==> src/rtl/pe_seq_ctrl.sv <==
`default_nettype none
// ============================================================================
// Module      : pe_seq_ctrl
// Description : Instruction queue plus read/issue/wait/writeback sequencer
//               between an instruction source and the PE core / regfile pair.
// Revision    : 1.0 - initial release
// ============================================================================
module pe_seq_ctrl #(
    parameter int DEPTH   = 4,
    parameter int TIMEOUT = 16
) (
    input  logic        clk,
    input  logic        rst_n,
    input  logic        instr_valid,
    output logic        instr_ready,
    input  logic [31:0] instr_data,
    input  logic        flush,
    output logic [4:0]  rf_rd_addr1,
    output logic [4:0]  rf_rd_addr2,
    input  logic [31:0] rf_rd_data1,
    input  logic [31:0] rf_rd_data2,
    output logic [4:0]  rf_wr_addr,
    output logic [31:0] rf_wr_data,
    output logic        rf_wr_en,
    output logic [31:0] pe_opcode,
    output logic [31:0] pe_op1,
    output logic [31:0] pe_op2,
    output logic [31:0] pe_op3,
    output logic        pe_valid,
    input  logic [31:0] pe_result,
    input  logic        pe_result_valid,
    output logic        busy,
    output logic [15:0] retired,
    output logic        err_timeout
);

    localparam int c_ptr_w = $clog2(DEPTH);
    localparam int c_cnt_w = $clog2(TIMEOUT);
    localparam logic [c_cnt_w-1:0] c_cnt_last = c_cnt_w'(TIMEOUT - 1);

    localparam logic [2:0] c_st_idle  = 3'd0;
    localparam logic [2:0] c_st_rd12  = 3'd1;
    localparam logic [2:0] c_st_rd3   = 3'd2;
    localparam logic [2:0] c_st_issue = 3'd3;
    localparam logic [2:0] c_st_wait  = 3'd4;
    localparam logic [2:0] c_st_wb    = 3'd5;

    logic [31:0]        r_mem [DEPTH];
    logic [c_ptr_w:0]   r_wr_ptr;
    logic [c_ptr_w:0]   r_rd_ptr;
    logic [2:0]         r_state;
    logic [2:0]         w_state_next;
    logic [31:0]        r_ir;
    logic [31:0]        r_op1;
    logic [31:0]        r_op2;
    logic [31:0]        r_op3;
    logic [31:0]        r_result;
    logic [c_cnt_w-1:0] r_cnt;
    logic [c_cnt_w-1:0] w_cnt_inc;
    logic [15:0]        r_retired;
    logic               r_err;
    logic               w_empty;
    logic               w_full;
    logic               w_push;
    logic               w_pop;
    logic               w_timeout;
    logic               w_hold;
    logic [4:0]         w_rd;

    // Extra pointer bit distinguishes full from empty when the indices match.
    assign w_empty = (r_wr_ptr == r_rd_ptr);
    assign w_full  = (r_wr_ptr[c_ptr_w] != r_rd_ptr[c_ptr_w]) &&
                     (r_wr_ptr[c_ptr_w-1:0] == r_rd_ptr[c_ptr_w-1:0]);
    assign w_push  = instr_valid && !w_full && !flush;
    assign w_cnt_inc = r_cnt + 1'b1;
    assign w_rd      = r_ir[24:20];

    always_ff @(posedge clk) begin
        if (w_push) begin
            r_mem[r_wr_ptr[c_ptr_w-1:0]] <= instr_data;
        end
    end

    // WB also pops the next instruction so back-to-back issues are 5 cycles apart.
    always_comb begin
        w_state_next = r_state;
        w_pop        = 1'b0;
        w_timeout    = 1'b0;
        case (r_state)
            c_st_idle: begin
                if (!w_empty && !flush) begin
                    w_pop        = 1'b1;
                    w_state_next = c_st_rd12;
                end
            end
            c_st_rd12:  w_state_next = c_st_rd3;
            c_st_rd3:   w_state_next = c_st_issue;
            c_st_issue: w_state_next = c_st_wait;
            c_st_wait: begin
                if (pe_result_valid) begin
                    w_state_next = c_st_wb;
                end else if (w_cnt_inc == c_cnt_last) begin
                    w_timeout    = 1'b1;
                    w_state_next = c_st_idle;
                end
            end
            c_st_wb: begin
                if (!w_empty && !flush) begin
                    w_pop        = 1'b1;
                    w_state_next = c_st_rd12;
                end else begin
                    w_state_next = c_st_idle;
                end
            end
            default: w_state_next = c_st_idle;
        endcase
    end

    always_ff @(posedge clk or negedge rst_n) begin
        if (!rst_n) begin
            r_wr_ptr  <= '0;
            r_rd_ptr  <= '0;
            r_state   <= c_st_idle;
            r_ir      <= '0;
            r_op1     <= '0;
            r_op2     <= '0;
            r_op3     <= '0;
            r_result  <= '0;
            r_cnt     <= '0;
            r_retired <= '0;
            r_err     <= 1'b0;
        end else begin
            r_state <= w_state_next;
            if (flush) begin
                r_wr_ptr <= '0;
                r_rd_ptr <= '0;
            end else begin
                if (w_push) r_wr_ptr <= r_wr_ptr + 1'b1;
                if (w_pop)  r_rd_ptr <= r_rd_ptr + 1'b1;
            end
            if (w_pop) r_ir <= r_mem[r_rd_ptr[c_ptr_w-1:0]];
            case (r_state)
                c_st_rd12: begin
                    r_op1 <= rf_rd_data1;
                    r_op2 <= rf_rd_data2;
                end
                c_st_rd3:   r_op3 <= rf_rd_data1;
                c_st_issue: r_cnt <= '0;
                c_st_wait: begin
                    if (pe_result_valid) r_result <= pe_result;
                    else                 r_cnt    <= w_cnt_inc;
                end
                c_st_wb:    r_retired <= r_retired + 16'd1;
                default: ;
            endcase
            if (w_timeout) r_err <= 1'b1;
        end
    end

    assign w_hold      = (r_state == c_st_issue) || (r_state == c_st_wait);
    assign instr_ready = !w_full;
    assign rf_rd_addr1 = (r_state == c_st_rd12) ? r_ir[19:15] :
                         (r_state == c_st_rd3)  ? r_ir[9:5]   : 5'd0;
    assign rf_rd_addr2 = (r_state == c_st_rd12) ? r_ir[14:10] : 5'd0;
    assign rf_wr_en    = (r_state == c_st_wb) && (w_rd != 5'd0);
    assign rf_wr_addr  = (r_state == c_st_wb) ? w_rd : 5'd0;
    assign rf_wr_data  = (r_state == c_st_wb) ? r_result : 32'd0;
    assign pe_valid    = (r_state == c_st_issue);
    assign pe_opcode   = w_hold ? r_ir  : 32'd0;
    assign pe_op1      = w_hold ? r_op1 : 32'd0;
    assign pe_op2      = w_hold ? r_op2 : 32'd0;
    assign pe_op3      = w_hold ? r_op3 : 32'd0;
    assign busy        = (r_state != c_st_idle) || !w_empty;
    assign retired     = r_retired;
    assign err_timeout = r_err;

endmodule
`default_nettype wire

==> config.mk <==
export PLATFORM = sky130hd
export DESIGN_NAME = pe_seq_ctrl
export DESIGN_NICKNAME = d
export VERILOG_FILES = /design/src/rtl/pe_seq_ctrl.sv
export SDC_FILE = /design/constraint.sdc
export NUM_CORES = 1
export LEC_CHECK = 0
export CORE_MARGIN = 5
export CORE_UTILIZATION = 50
export DETAILED_ROUTE_END_ITERATION = 6
export GPL_TIMING_DRIVEN = 0
export MAX_ROUTING_LAYER = met4
export PLACE_DENSITY_LB_ADDON = 0.3
export SLEW_MARGIN = 15
export SYNTH_ARGS = -nofsm -noshare
export SYNTH_HDL_FRONTEND = slang
export SYNTH_SLANG_ARGS = --single-unit
==> constraint.sdc <==
create_clock -name clk -period 5.25 [get_ports clk]
set_input_delay 1.05 -clock clk [delete_from_list [all_inputs] [get_ports clk]]
set_output_delay 1.05 -clock clk [all_outputs]
set_load 0.005 [all_outputs]
run_1/wires.png
(2 px per um) Two of the layers only.
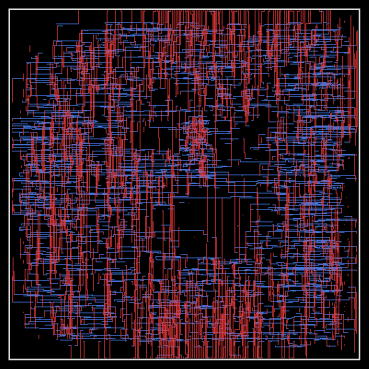
[red] metal 2 | wire length: 16,500 um
[blue] metal 1 | wire length: 13,500 um
Via Count: 8,306
routed length per placed instance: 20.6 um
Overall Global Routing Usage: 22.3%
Final Routed Wirelength: 33,100 um

run_1/flops_by_reg.png
(3 px per um) Other sequential cells in the stronger gray, the rest of the logic in the fainter gray.
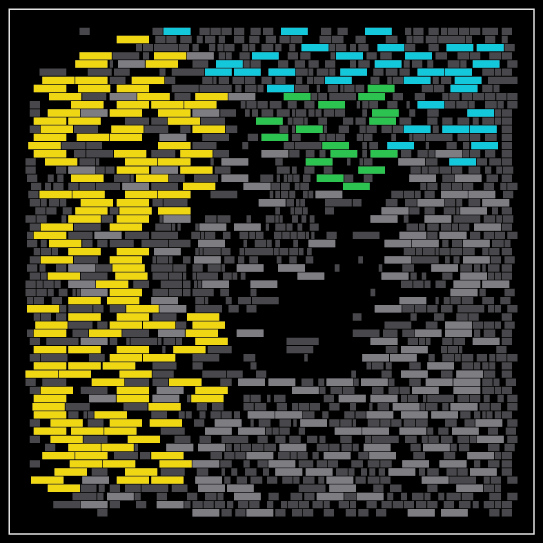
[cyan] `r_result` | sequential cells: 32
[yellow] `r_mem` | sequential cells: 128
[green] `retired` | sequential cells: 16
not colored: 142

==> GITHUB_STEP_SUMMARY, run 1 <==
## Implementation flow summary

| Metric | Value |
|---|---|
| I/O Buffers | `328` |
| Sequential-to-total area share from yosys stat | `63.6%` |
| Synth flops | `318` |
| I/O pin count | `329` |
| Basic Gates by Area | `10.7%` |
| Top sig layer | `met4` |
| YS chip area | `13,500 um^2` |
| Dominant kind of cell by area | `registers` |
| Maximum vdd drop | `0.342 mV` |
| Sequential power share | `39.1%` |
| Power Density | `505 nW/um^2` |
| First-pass GRT wire length | `51,700 um` |
| Total clock sinks | `318` |
| Iter 0 DRT Violations | `524` |
| Fin crit share | `82.9%` |
| Largest logic family | `multiplexers` |
| Cells after DPL | `1,539` |
| # Taps | `341` |
| Clock Skew | `16.2 ps` |
| Total of max-cap violations | `0` |
| FA/HA/MAJ Cells, Area Fraction | `0.741%` |
| Rows | `60` |
| Leakage Power | `7.23 nW` |
| Layout cell share with drive strength beyond 1 | `22.5%` |
| Largest net degree at the start of global routing | `104` |
| Max reg flops | `128` |
| Critical Path AT | `3300 ps` |
| Hold endpoint | `err_timeout$_DFFE_PN0P_` |
| Log Warnings | `32` |
| Worst Min Path Start | `err_timeout$_DFFE_PN0P_` |
| First-pass detailed-route iteration total | `4` |
| GR Util met1 | `27.6%` |
| Clock buffer depth | `3` |
| Non-clock buffer share of cell area | `19.9%` |
| Num CTS Buffers | `36` |
| Area leader, netlist | `dfrtp_1` |
| Comb. cell area | `4630 um^2` |
| P_clk | `2.52 mW` |
| Crit end category | `output port` |
| Power, Total | `9.37 mW` |
| Setup CP Type | `register to output port` |
| Placed cell areas | `17,400 um^2` |
| Most used routing layer in global routing | `met2` |
| Cells after Synth | `862` |
| Post-layout util | `69.3%` |
| Final Hold Fails | `0` |
| Crit-path cells | `buf_2 > nand2b_1 > or2_1 > nand2_1 > buf_2 > clkbuf_1 > and2_1 > clkdlybuf4s50_1` |
| Worst Tran Pin Value | `930 ps` |
| Clkbuf count | `51` |
| Met2 usage | `37.4%` |
| Setup violators final | `0` |
| Crit. Startpoint | `r_state[1]$_DFFE_PN0P_` |
| DRC viols | `0` |
| R2r worst-path depth | `5` |
| Layout Cells excl Fill | `1,606` |
| Sequential power | `3.67 mW` |
| Nets | `1,377` |
| DR WL met3 | `2320 um` |
| WP data required | `4200 ps` |
| CTS clock-pin slew for the worst setup and hold paths | `60 ps` |
| Seq/total area | `46.3%` |
| Post-DRT Antenna Nets | `0` |
| Non-clk bufs | `385` |
| MUX area fraction | `19.7%` |
| Hold WC Path Type | `register to register` |
| Syn_area_per_cell | `15.7 um^2` |
| Area contributors post-synth | `dfrtp_1, edfxtp_1, mux2_2` |
| Grt total ovfl | `0` |
| Die height | `174 um` |
| Met1 WL | `13,500 um` |
| Switching share of power | `27.4%` |
| Critical R2R Capture | `r_op2[5]$_DFFE_PN0P_` |
| Max incr delay on CP | `610 ps` |
| Layout fillers | `1,874` |
| Vias per cell | `5.17` |
| R2r setup slk | `2700 ps` |
| Pwr top | `registers` |
| CTS Hold Buffers Added | `0` |
| Placed wire-length estimate | `23,500 um` |
| Seq_cells | `318` |
| Diodes inserted | `1` |
| Final setup margin | `898 ps` |
| Inverter count | `6` |
| Clock share of power | `26.9%` |
| Vias in the first global route | `8,844` |
| Most instantiated logic cells after routing | `clkdlybuf4s50_1, dfrtp_1, and2_1, edfxtp_1, mux2_2` |
| Status | `finished, final reports clean` |
| Top cell excl fill/tap | `clkdlybuf4s50_1` |
| H-tree levels | `2` |
| Distinct lib cells | `48` |
| Combinational power | `3.19 mW` |
| Antenna violations before repair | `1` |
| RSZ-0062 raised after global routing | `no` |
| CP startpoint kind | `register` |
| XOR-XNOR Cells, Area Fraction | `1.55%` |
| Synth Area in Compound Gates | `1.47%` |
| # Cells Yosys | `862` |
| RePlAce Congestion | `0.781` |
| Die Wd | `174 um` |
| Critical path fanouts, max | `10` |
| Final slew viol count | `0` |
| Dominant register cell | `dfrtp_1` |
| Multi-input gates | `489` |
| Synthesized area | `13,500 um^2` |
| Core area | `26,800 um^2` |
| Place WS | `1330 ps` |
| Async S/R FF share, synth | `59.7%` |
| Comb area share | `24.9%` |
| Critical path endpoint | `pe_op1[0]` |
| Hold Slack | `458 ps` |
| Register Area | `8600 um^2` |
| Int Pwr | `6.80 mW` |
| Fin area | `18,600 um^2` |
| Root buf cell | `clkbuf_16` |
| Worst hold path cell count | `1` |
| Clock-cell share | `6.46%` |
| Critical Path Slowest Stage Cell | `clkdlybuf4s50_1` |
| Post-synth EDFFs | `128` |
| Net Switching | `2.57 mW` |
| Top delay family on crit path | `buffers and inverters` |
| Comb pwr share | `34.0%` |
| Synthesis Warnings | `0` |
| CP bufs+invs | `4` |
| Syn_nets | `1,003` |
| Setup Buffers After CTS | `0` |
| Max Fclk | `230 MHz` |
| Reg-to-reg startpoint | `r_state[2]$_DFFE_PN0P_` |
| CP dominant cell by count | `buf_2` |
| Initial Utilization | `50.4%` |
| Slew HR | `38.0%` |
| Setup TNS | `0 ps` |
run_1/layer_met3.png
(2 px per um)
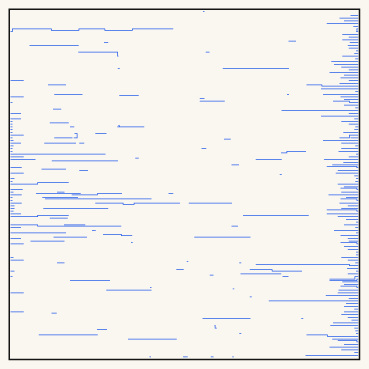
share of all routed wire: 7.0%
longest straight run: 52.9 um
nets with wire on the layer: 209
routing usage on met3: 5.02%

==> run 1: synthesized netlist by cell type (2+ instances only) <==
master,number
xor2_1,6
ha_1,8
nand3b_1,3
buf_12,3
buf_6,2
and3_1,4
nand2_1,9
nand3_1,5
mux2_2,126
nor3_1,5
nor3b_1,3
a21oi_1,10
clkbuf_1,24
nand2b_1,2
and2_1,174
mux2i_1,2
a22o_1,5
buf_2,18
or3_1,2
nor2_1,11
or4_1,2
and4_1,3
edfxtp_1,128
inv_1,6
o21ai_0,5
dfrtp_1,190
mux2_1,5
xnor2_1,16
mux4_2,32
and3b_1,2
mux2_4,30
nand4_1,4
a311oi_1,2
==> run 1 -> run 2 <==
--- a/config.mk
+++ b/config.mk
@@ -6,7 +6,7 @@
 export NUM_CORES = 1
 export LEC_CHECK = 0
 export CORE_MARGIN = 5
-export CORE_UTILIZATION = 50
+export CORE_UTILIZATION = 45
 export DETAILED_ROUTE_END_ITERATION = 6
 export GPL_TIMING_DRIVEN = 0
 export MAX_ROUTING_LAYER = met4
==> constraint.sdc (replaced) <==
create_clock -name clk -period 3.7 [get_ports clk]
set_input_delay 0.74 -clock clk [delete_from_list [all_inputs] [get_ports clk]]
set_output_delay 0.74 -clock clk [all_outputs]
set_load 0.005 [all_outputs]
==> run 2 against run 1 <==
  * Sequential share of layout area is 0.29 points lower
  * Worst hold slack worse by 190 ps
  * Synthesized area stayed put
  * Clock power is 41% higher
  * Routed wire length hardly changed
  * Total power is 42% higher
  * Design area is 0.63% higher
  * Largest cell class unchanged
  * Highest routed layer unchanged
==> GITHUB_STEP_SUMMARY, run 2 <==
## Implementation flow summary

| Metric | Value |
|---|---|
| Largest logic family | `multiplexers` |
| First-pass detailed-route iteration total | `4` |
| CP bufs+invs | `4` |
| CP Depth | `8` |
| Synthesis Warnings | `0` |
| P_clk | `3.56 mW` |
| Int Pwr | `9.72 mW` |
| Critical Path AT | `2810 ps` |
| Clock Skew | `9.44 ps` |
| Leakage Power | `7.30 nW` |
| Total of max-cap violations | `0` |
| Multi-input gates | `489` |
| Max reg flops | `128` |
| DR WL met3 | `2490 um` |
| Sequential power | `5.20 mW` |
| Comb. cell area | `4640 um^2` |
| Cells after DPL | `1,589` |
| Overall Global Routing Usage | `20.0%` |
| Dominant kind of cell by area | `registers` |
| Syn_area_per_cell | `15.7 um^2` |
| DRC viols | `0` |
| Clock-cell share | `6.33%` |
| WP data required | `2960 ps` |
| Root buf cell | `clkbuf_16` |
| Distinct lib cells | `48` |
| Syn_nets | `1,003` |
| Synth top cell by count | `dfrtp_1` |
| I/O Buffers | `328` |
| Antenna violations before repair | `0` |
| Commonest cells in the synthesized netlist | `dfrtp_1, and2_1, edfxtp_1` |
| Grt total ovfl | `0` |
| Full die area | `33,600 um^2` |
| Setup Buffers After CTS | `0` |
| Routed length per placed instance | `20.0 um` |
| Die Wd | `183 um` |
| Maximum vdd drop | `0.427 mV` |
| Area leader, netlist | `dfrtp_1` |
| Clkbuf count | `45` |
| Setup CP Type | `register to output port` |
| Top area contributor share | `35.2%` |
| Area contributors post-synth | `dfrtp_1, edfxtp_1, mux2_2` |
| I/O pin count | `329` |
| Setup violators final | `0` |
| RSZ-0062 raised after global routing | `yes` |
| Combinational power | `4.55 mW` |
| Die height | `183 um` |
| FA/HA/MAJ Cells, Area Fraction | `0.741%` |
| Critical path endpoint | `pe_op1[1]` |
| R2r worst-path depth | `5` |
| Reg-to-reg startpoint | `r_wr_ptr[2]$_DFFE_PN0P_` |
| Async S/R FF share, synth | `59.7%` |
| Critical path fanouts, max | `10` |
| Via Count | `8,333` |
| Routing usage on met3 | `5.00%` |
| Crit-path cells | `buf_2 > nand2b_1 > or2_1 > nand2_1 > buf_6 > clkbuf_8 > and2_1 > clkdlybuf4s50_1` |
| R2r setup slk | `1250 ps` |
| Diodes inserted | `1` |
| Comb pwr share | `34.2%` |
| Largest net degree at the start of global routing | `98` |
| Inverter count | `6` |
| Max incr delay on CP | `540 ps` |
| Non-clock buffer share of cell area | `20.1%` |
| Synth flops | `318` |
| Max Fclk | `282 MHz` |
| Met1 WL | `13,400 um` |
| CTS clock-pin slew for the worst setup and hold paths | `60 ps` |
| Synth Area in Compound Gates | `1.47%` |
| # Cells Yosys | `862` |
| Critical Path Slowest Stage Cell | `clkdlybuf4s50_1` |
| Placed wire-length estimate | `24,000 um` |
| CP startpoint kind | `register` |
| Final slew viol count | `0` |
| Cells after Synth | `862` |
| Crit. Startpoint | `r_state[1]$_DFFE_PN0P_` |
| Most used routing layer in global routing | `met2` |
| Slew HR | `40.8%` |
| Post-DRT Antenna Nets | `0` |
| Hold WC Path Type | `primary input to asynchronous set/reset pin` |
| Synthesized area | `13,500 um^2` |
| Clock buffer depth | `3` |
| Layout Cells excl Fill | `1,649` |
| Worst Tran Pin Value | `889 ps` |
| Iter 0 DRT Violations | `388` |
| XOR-XNOR Cells, Area Fraction | `1.55%` |
| Post-synth EDFFs | `128` |
| Nets | `1,377` |
| Net Switching | `3.59 mW` |
| YS chip area | `13,500 um^2` |
| Clock share of power | `26.7%` |
| CTS tree | `built` |
| H-tree levels | `2` |
| RePlAce Congestion | `0.837` |
| CTS Hold Buffers Added | `0` |
| Log Warnings | `31` |
| Vias in the first global route | `8,744` |
| GR Util met1 | `24.9%` |
| Basic Gates by Area | `10.7%` |
| Register Area | `8600 um^2` |
| Total clock sinks | `318` |
| Most instantiated logic cells after routing | `clkdlybuf4s50_1, dfrtp_1, and2_1, edfxtp_1, mux2_2` |
| Top delay family on crit path | `buffers and inverters` |
| Dominant register cell | `dfrtp_1` |
| MUX area fraction | `19.7%` |
| Pwr top | `registers` |
| Top sig layer | `met4` |
| Sequential-to-total area share from yosys stat | `63.6%` |
| Final Hold Fails | `0` |
| Sequential power share | `39.1%` |
| Comb area share | `24.8%` |
| Hold Slack | `265 ps` |
| Status | `finished, final reports clean` |
| Switching share of power | `27.0%` |
| Num CTS Buffers | `35` |
| Non-clk bufs | `386` |
| Layout cell share with drive strength beyond 1 | `23.8%` |
| First-pass GRT wire length | `50,700 um` |
| Fin crit share | `95.9%` |
| Initial Utilization | `45.6%` |
| Final Routed Wirelength | `33,000 um` |
| Power Density | `712 nW/um^2` |
| Met2 usage | `32.7%` |
| Critical R2R Capture | `r_mem[3][15]$_DFFE_PP_` |
| # Taps | `390` |
| Vias per cell | `5.05` |
| Core area | `29,600 um^2` |
| Top cell excl fill/tap | `clkdlybuf4s50_1` |
| Crit end category | `output port` |
-- run 2: cell counts after synthesis --
Identical to the previous run, type by type.
-- run 2: per-stage QoR --
step / area [um^2] / total power, mW / TNS [ps] / setup slack, ps / util [%]
floorplan: 13500 / 7.78 / 0 / 51.7 / -
global placement: 17300 / 9.72 / -1320540 / -6580 / 58.3
detailed placement: 17400 / 9.85 / 0 / 60.9 / 58.9
CTS: 18700 / 13.5 / 0 / 11.6 / 63.0
global route: 18700 / 14.1 / -1.36 / -1.36 / 63.0
finish: 18700 / 13.3 / 0 / 150 / 63.0
-- run 2: repair_timing --
item / CTS / global route
endpoints found under the setup margin: 125 / 94
gates cloned: 0 / 0
resized: 16 / 14
run_2/placement.png
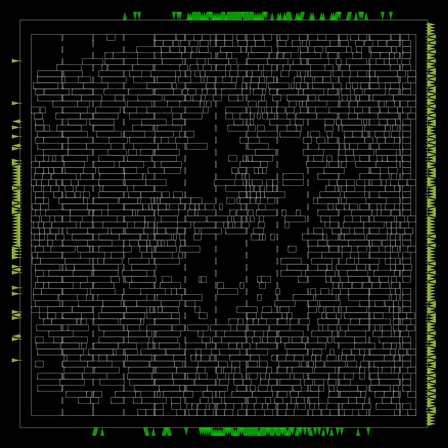
Rows: 63
post-layout util: 63.0%
Seq/total area: 46.0%
seq_cells: 318
Layout fillers: 2,233

No activity file was given, so power comes from the tool's default toggle rates.
